==> config.mk <==
export PLATFORM = sky130hd
export DESIGN_NAME = gps_scenario_sched_flat
export DESIGN_NICKNAME = d
export VERILOG_FILES = /design/src/rtl/gps_scenario_sched_if.sv /design/src/rtl/gps_scenario_sched.sv /design/src/flat_wrapper.sv
export SDC_FILE = /design/constraint.sdc
export NUM_CORES = 1
export LEC_CHECK = 0
export CORE_MARGIN = 1.5
export CORE_UTILIZATION = 62
export DETAILED_ROUTE_END_ITERATION = 10
export PLACE_DENSITY = 0.94
export SLEW_MARGIN = 15
export SYNTH_ARGS = -nofsm -noshare
export SYNTH_HDL_FRONTEND = slang
export SYNTH_SLANG_ARGS = --single-unit
export TNS_END_PERCENT = 5
==> constraint.sdc <==
create_clock -name clk_in -period 4.2 [get_ports clk_in]
set_clock_uncertainty 0.05 [all_clocks]
set_input_delay 0.84 -clock clk_in [delete_from_list [all_inputs] [get_ports clk_in]]
set_output_delay 0.84 -clock clk_in [all_outputs]
set_load 0.01 [all_outputs]
==> src/rtl/gps_scenario_sched_if.sv <==
// Bus bundle between the register bank / test driver (master) and gps_scenario_sched (slave).
// Carries table writes, sequence control, the epoch tick and the core configuration outputs.
interface gps_scenario_sched_if #(
  parameter int N_ENTRIES = 4,
  parameter int DWELL_W   = 8
);
  localparam int IDX_W = $clog2(N_ENTRIES);

  logic               wr_en_in;
  logic [IDX_W-1:0]   wr_addr_in;
  logic [4:0]         wr_n_sat_in;
  logic [7:0]         wr_doppler_in;
  logic [15:0]        wr_ca_phase_in;
  logic [7:0]         wr_snr_in;
  logic               wr_noise_off_in;
  logic               wr_signal_off_in;
  logic [DWELL_W-1:0] wr_dwell_in;
  logic [IDX_W-1:0]   last_idx_in;
  logic               go_in;
  logic               abort_in;
  logic               epoch_in;
`ifdef SCHED_LOOP_EN
  logic               loop_in;
`endif
  logic               ena_out;
  logic [4:0]         n_sat_out;
  logic [7:0]         doppler_out;
  logic [15:0]        ca_phase_out;
  logic [7:0]         snr_out;
  logic               noise_off_out;
  logic               signal_off_out;
  logic [IDX_W-1:0]   entry_idx_out;
  logic               busy_out;
  logic               done_out;

  modport master (
    output wr_en_in, wr_addr_in, wr_n_sat_in, wr_doppler_in, wr_ca_phase_in,
           wr_snr_in, wr_noise_off_in, wr_signal_off_in, wr_dwell_in,
           last_idx_in, go_in, abort_in, epoch_in,
`ifdef SCHED_LOOP_EN
           loop_in,
`endif
    input  ena_out, n_sat_out, doppler_out, ca_phase_out, snr_out,
           noise_off_out, signal_off_out, entry_idx_out, busy_out, done_out
  );

  modport slave (
    input  wr_en_in, wr_addr_in, wr_n_sat_in, wr_doppler_in, wr_ca_phase_in,
           wr_snr_in, wr_noise_off_in, wr_signal_off_in, wr_dwell_in,
           last_idx_in, go_in, abort_in, epoch_in,
`ifdef SCHED_LOOP_EN
           loop_in,
`endif
    output ena_out, n_sat_out, doppler_out, ca_phase_out, snr_out,
           noise_off_out, signal_off_out, entry_idx_out, busy_out, done_out
  );
endinterface

==> src/rtl/gps_scenario_sched.sv <==
// Scenario scheduler: steps gps_gen_core through a table of satellite configurations, one per dwell.
// Optional wrap-around looping is enabled by defining SCHED_LOOP_EN.
module gps_scenario_sched #(
  parameter int N_ENTRIES = 4,
  parameter int DWELL_W   = 8
) (
  input logic clk_in,
  input logic rst_in_n,
  gps_scenario_sched_if.slave bus
);
  localparam int IDX_W = $clog2(N_ENTRIES);
  localparam logic [IDX_W-1:0] MAX_IDX = IDX_W'(N_ENTRIES - 1);

  typedef struct packed {
    logic [4:0]  n_sat;
    logic [7:0]  doppler;
    logic [15:0] ca_phase;
    logic [7:0]  snr;
    logic        noise_off;
    logic        signal_off;
  } cfg_t;

  typedef enum logic [1:0] {S_IDLE, S_LOAD, S_RUN} state_t;

  cfg_t               tbl_cfg   [N_ENTRIES];
  logic [DWELL_W-1:0] tbl_dwell [N_ENTRIES];

  state_t             state_reg;
  logic [IDX_W-1:0]   idx_reg;
  logic [DWELL_W-1:0] cnt_reg;
  logic               ena_reg;
  logic               busy_reg;
  logic               done_reg;
  cfg_t               cfg_reg;

  // Out-of-range write addresses match no entry and are dropped.
  for (genvar gi = 0; gi < N_ENTRIES; gi++) begin : g_tbl
    cfg_t               cfg_q;
    logic [DWELL_W-1:0] dwell_q;

    always_ff @(posedge clk_in or negedge rst_in_n) begin
      if (!rst_in_n) begin
        cfg_q   <= '0;
        dwell_q <= '0;
      end else if (bus.wr_en_in && (bus.wr_addr_in == IDX_W'(gi))) begin
        cfg_q   <= '{n_sat:      bus.wr_n_sat_in,
                     doppler:    bus.wr_doppler_in,
                     ca_phase:   bus.wr_ca_phase_in,
                     snr:        bus.wr_snr_in,
                     noise_off:  bus.wr_noise_off_in,
                     signal_off: bus.wr_signal_off_in};
        dwell_q <= bus.wr_dwell_in;
      end
    end

    assign tbl_cfg[gi]   = cfg_q;
    assign tbl_dwell[gi] = dwell_q;
  end

  always_ff @(posedge clk_in or negedge rst_in_n) begin
    if (!rst_in_n) begin
      state_reg <= S_IDLE;
      idx_reg   <= '0;
      cnt_reg   <= '0;
      ena_reg   <= 1'b0;
      busy_reg  <= 1'b0;
      done_reg  <= 1'b0;
      cfg_reg   <= '0;
    end else begin
      done_reg <= 1'b0;
      if (bus.abort_in) begin
        state_reg <= S_IDLE;
        idx_reg   <= '0;
        ena_reg   <= 1'b0;
        busy_reg  <= 1'b0;
      end else begin
        case (state_reg)
          S_IDLE: begin
            if (bus.go_in) begin
              state_reg <= S_LOAD;
              idx_reg   <= '0;
              busy_reg  <= 1'b1;
            end
          end
          S_LOAD: begin
            // Table read sees pre-write contents, so a same-cycle write lands after this load.
            cfg_reg   <= tbl_cfg[idx_reg];
            cnt_reg   <= (tbl_dwell[idx_reg] == '0) ? DWELL_W'(1) : tbl_dwell[idx_reg];
            ena_reg   <= 1'b1;
            state_reg <= S_RUN;
          end
          S_RUN: begin
            if (bus.epoch_in) begin
              if (cnt_reg > DWELL_W'(1)) begin
                cnt_reg <= cnt_reg - DWELL_W'(1);
              end else if ((idx_reg < bus.last_idx_in) && (idx_reg < MAX_IDX)) begin
                idx_reg   <= idx_reg + IDX_W'(1);
                ena_reg   <= 1'b0;
                state_reg <= S_LOAD;
`ifdef SCHED_LOOP_EN
              end else if (bus.loop_in) begin
                idx_reg   <= '0;
                ena_reg   <= 1'b0;
                state_reg <= S_LOAD;
`endif
              end else begin
                ena_reg   <= 1'b0;
                done_reg  <= 1'b1;
                busy_reg  <= 1'b0;
                state_reg <= S_IDLE;
              end
            end
          end
          default: begin
            state_reg <= S_IDLE;
            ena_reg   <= 1'b0;
            busy_reg  <= 1'b0;
          end
        endcase
      end
    end
  end

  assign bus.ena_out        = ena_reg;
  assign bus.n_sat_out      = cfg_reg.n_sat;
  assign bus.doppler_out    = cfg_reg.doppler;
  assign bus.ca_phase_out   = cfg_reg.ca_phase;
  assign bus.snr_out        = cfg_reg.snr;
  assign bus.noise_off_out  = cfg_reg.noise_off;
  assign bus.signal_off_out = cfg_reg.signal_off;
  assign bus.entry_idx_out  = idx_reg;
  assign bus.busy_out       = busy_reg;
  assign bus.done_out       = done_reg;
endmodule

==> src/flat_wrapper.sv <==
// flat-port wrapper written by rule: the top's interface ports become plain ports
module gps_scenario_sched_flat 
#(
  parameter int N_ENTRIES = 4,
  parameter int DWELL_W   = 8
)
  (clk_in, rst_in_n, bus_wr_en_in, bus_wr_addr_in, bus_wr_n_sat_in, bus_wr_doppler_in, bus_wr_ca_phase_in, bus_wr_snr_in, bus_wr_noise_off_in, bus_wr_signal_off_in, bus_wr_dwell_in, bus_last_idx_in, bus_go_in, bus_abort_in, bus_epoch_in, bus_ena_out, bus_n_sat_out, bus_doppler_out, bus_ca_phase_out, bus_snr_out, bus_noise_off_out, bus_signal_off_out, bus_entry_idx_out, bus_busy_out, bus_done_out);
  gps_scenario_sched_if #(.N_ENTRIES(N_ENTRIES), .DWELL_W(DWELL_W)) bus_i ();
  input logic clk_in;
  input logic rst_in_n;
  input wire logic [$bits(bus_i.wr_en_in)-1:0] bus_wr_en_in;
  input wire logic [$bits(bus_i.wr_addr_in)-1:0] bus_wr_addr_in;
  input wire logic [$bits(bus_i.wr_n_sat_in)-1:0] bus_wr_n_sat_in;
  input wire logic [$bits(bus_i.wr_doppler_in)-1:0] bus_wr_doppler_in;
  input wire logic [$bits(bus_i.wr_ca_phase_in)-1:0] bus_wr_ca_phase_in;
  input wire logic [$bits(bus_i.wr_snr_in)-1:0] bus_wr_snr_in;
  input wire logic [$bits(bus_i.wr_noise_off_in)-1:0] bus_wr_noise_off_in;
  input wire logic [$bits(bus_i.wr_signal_off_in)-1:0] bus_wr_signal_off_in;
  input wire logic [$bits(bus_i.wr_dwell_in)-1:0] bus_wr_dwell_in;
  input wire logic [$bits(bus_i.last_idx_in)-1:0] bus_last_idx_in;
  input wire logic [$bits(bus_i.go_in)-1:0] bus_go_in;
  input wire logic [$bits(bus_i.abort_in)-1:0] bus_abort_in;
  input wire logic [$bits(bus_i.epoch_in)-1:0] bus_epoch_in;
  output wire logic [$bits(bus_i.ena_out)-1:0] bus_ena_out;
  output wire logic [$bits(bus_i.n_sat_out)-1:0] bus_n_sat_out;
  output wire logic [$bits(bus_i.doppler_out)-1:0] bus_doppler_out;
  output wire logic [$bits(bus_i.ca_phase_out)-1:0] bus_ca_phase_out;
  output wire logic [$bits(bus_i.snr_out)-1:0] bus_snr_out;
  output wire logic [$bits(bus_i.noise_off_out)-1:0] bus_noise_off_out;
  output wire logic [$bits(bus_i.signal_off_out)-1:0] bus_signal_off_out;
  output wire logic [$bits(bus_i.entry_idx_out)-1:0] bus_entry_idx_out;
  output wire logic [$bits(bus_i.busy_out)-1:0] bus_busy_out;
  output wire logic [$bits(bus_i.done_out)-1:0] bus_done_out;
  assign bus_i.wr_en_in = bus_wr_en_in;
  assign bus_i.wr_addr_in = bus_wr_addr_in;
  assign bus_i.wr_n_sat_in = bus_wr_n_sat_in;
  assign bus_i.wr_doppler_in = bus_wr_doppler_in;
  assign bus_i.wr_ca_phase_in = bus_wr_ca_phase_in;
  assign bus_i.wr_snr_in = bus_wr_snr_in;
  assign bus_i.wr_noise_off_in = bus_wr_noise_off_in;
  assign bus_i.wr_signal_off_in = bus_wr_signal_off_in;
  assign bus_i.wr_dwell_in = bus_wr_dwell_in;
  assign bus_i.last_idx_in = bus_last_idx_in;
  assign bus_i.go_in = bus_go_in;
  assign bus_i.abort_in = bus_abort_in;
  assign bus_i.epoch_in = bus_epoch_in;
  assign bus_ena_out = bus_i.ena_out;
  assign bus_n_sat_out = bus_i.n_sat_out;
  assign bus_doppler_out = bus_i.doppler_out;
  assign bus_ca_phase_out = bus_i.ca_phase_out;
  assign bus_snr_out = bus_i.snr_out;
  assign bus_noise_off_out = bus_i.noise_off_out;
  assign bus_signal_off_out = bus_i.signal_off_out;
  assign bus_entry_idx_out = bus_i.entry_idx_out;
  assign bus_busy_out = bus_i.busy_out;
  assign bus_done_out = bus_i.done_out;
  gps_scenario_sched #(.N_ENTRIES(N_ENTRIES), .DWELL_W(DWELL_W)) u_core (.clk_in(clk_in), .rst_in_n(rst_in_n), .bus(bus_i));
endmodule
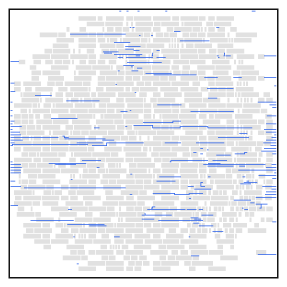
**Above:** met3 routing.
Drawn at 2 px/um.
share of all routed wire: 4.9%
nets with wire on the layer: 126
longest straight run: 50.6 um
main direction: horizontal
wire length on this layer: 1,210 um

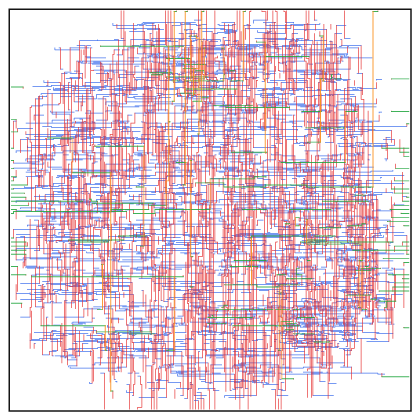
**Above:** signal wires by layer.
Drawn at 3 px/um.
legend:
  M4:
    colour: orange
    wire_length: 744 um
  M1:
    colour: blue
    wire_length: 9,640 um
  M3:
    colour: green
    wire_length: 1,210 um
  M2:
    colour: red
    wire_length: 13,200 um

==> results.ini <==
[cells_and_area]
nets = 892
final_cell_mix = dfrtp_1 (240), mux2_2 (188), nand2_1 (120)
top_register = u_core.g_tbl.cfg_q
n_fill_cell = 960
syn2layout_area_growth_pct = 19.7

[drt]
drc = 0
met1_length_um = 9640
via_per_inst = 6.29
final_antenna_net_count = 0
wl_met2_um = 13200
wire_per_inst_um = 23.2
first_iter_violations = 544

[worst_setup_path]
r2r-start = u_core.cnt_reg[0]$_DFFE_PN0P_
crit_arrival_ns = 1.97
crit_buf_inv = 1
max_stage_delay_ns = 0.80
cp-end-kind = output pin
slowest_stage = dfrtp_4
crit_type = flip-flop to output pin
rr_endpoint = u_core.bus.entry_idx_out[0]$_DFFE_PN0P_
r2r_slack_ns = 1.75
cpLargestDelayFamily = flip-flops

[logic_synthesis]
fa_ha_area_share_pct = 0.474
synth.net_count = 803
syn_inst = 742
yosysTopAreaCell = dfrtp_1
simple_gate_share_pct = 6.65
synth.distinct_cells = 48

[power_and_ir_drop]
vdd_drop_max_mv = 0.415
p_per_area_nw_per_um2 = 541
sequentialPowerShare_pct = 46.4
totalPowerFinal_mw = 6.83

[floorplanning]
die_x_um = 133
fp_util_pct = 63.6
dieHeight_um = 133

[sta]
hold_violations = 0
worstMarginPinSlew_ns = 0.914
drv_slew = 0

[clock_tree]
cts_buffer_depth = 3
path_clk_slew_ns = 0.06
cts_tree = built
cts_hold_buf = 0

[global_route]
grt_util_met3_pct = 4.49
grt_pass1_wl_um = 40300
grt_util_met2_pct = 52.3

[placed_design]
dp_cells = 1024
dpl_worst_slack_ns = 1.36

[run_status]
status = finished clean

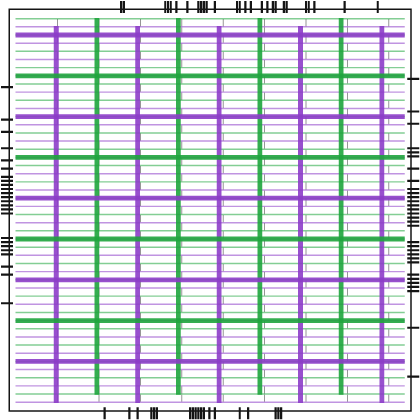
**Above:** power grid.
Drawn at 3 px/um. Pins as bars on the die edge. Tap cells in grey.
legend:
  VSS:
    colour: purple
  VDD:
    colour: green
met1 rails: 48
signal pins: 101

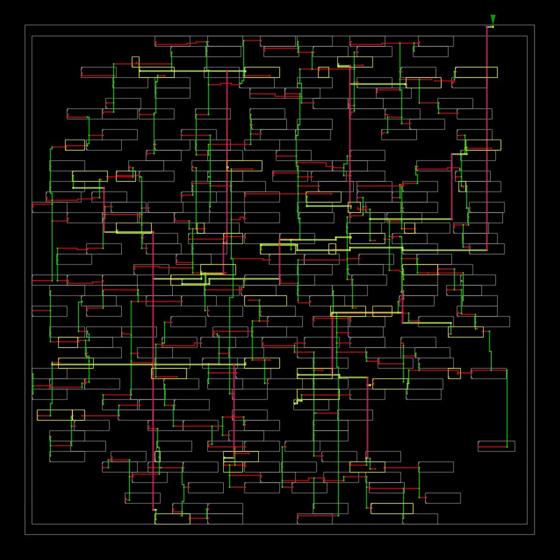
**Above:** clock wiring as the flow saved it.
clock network power: 2.38 mW
layout clock buffer count: 32
Seq cells: 242
cts bufs inserted: 25

No activity file was given, so power comes from the tool's default toggle rates.
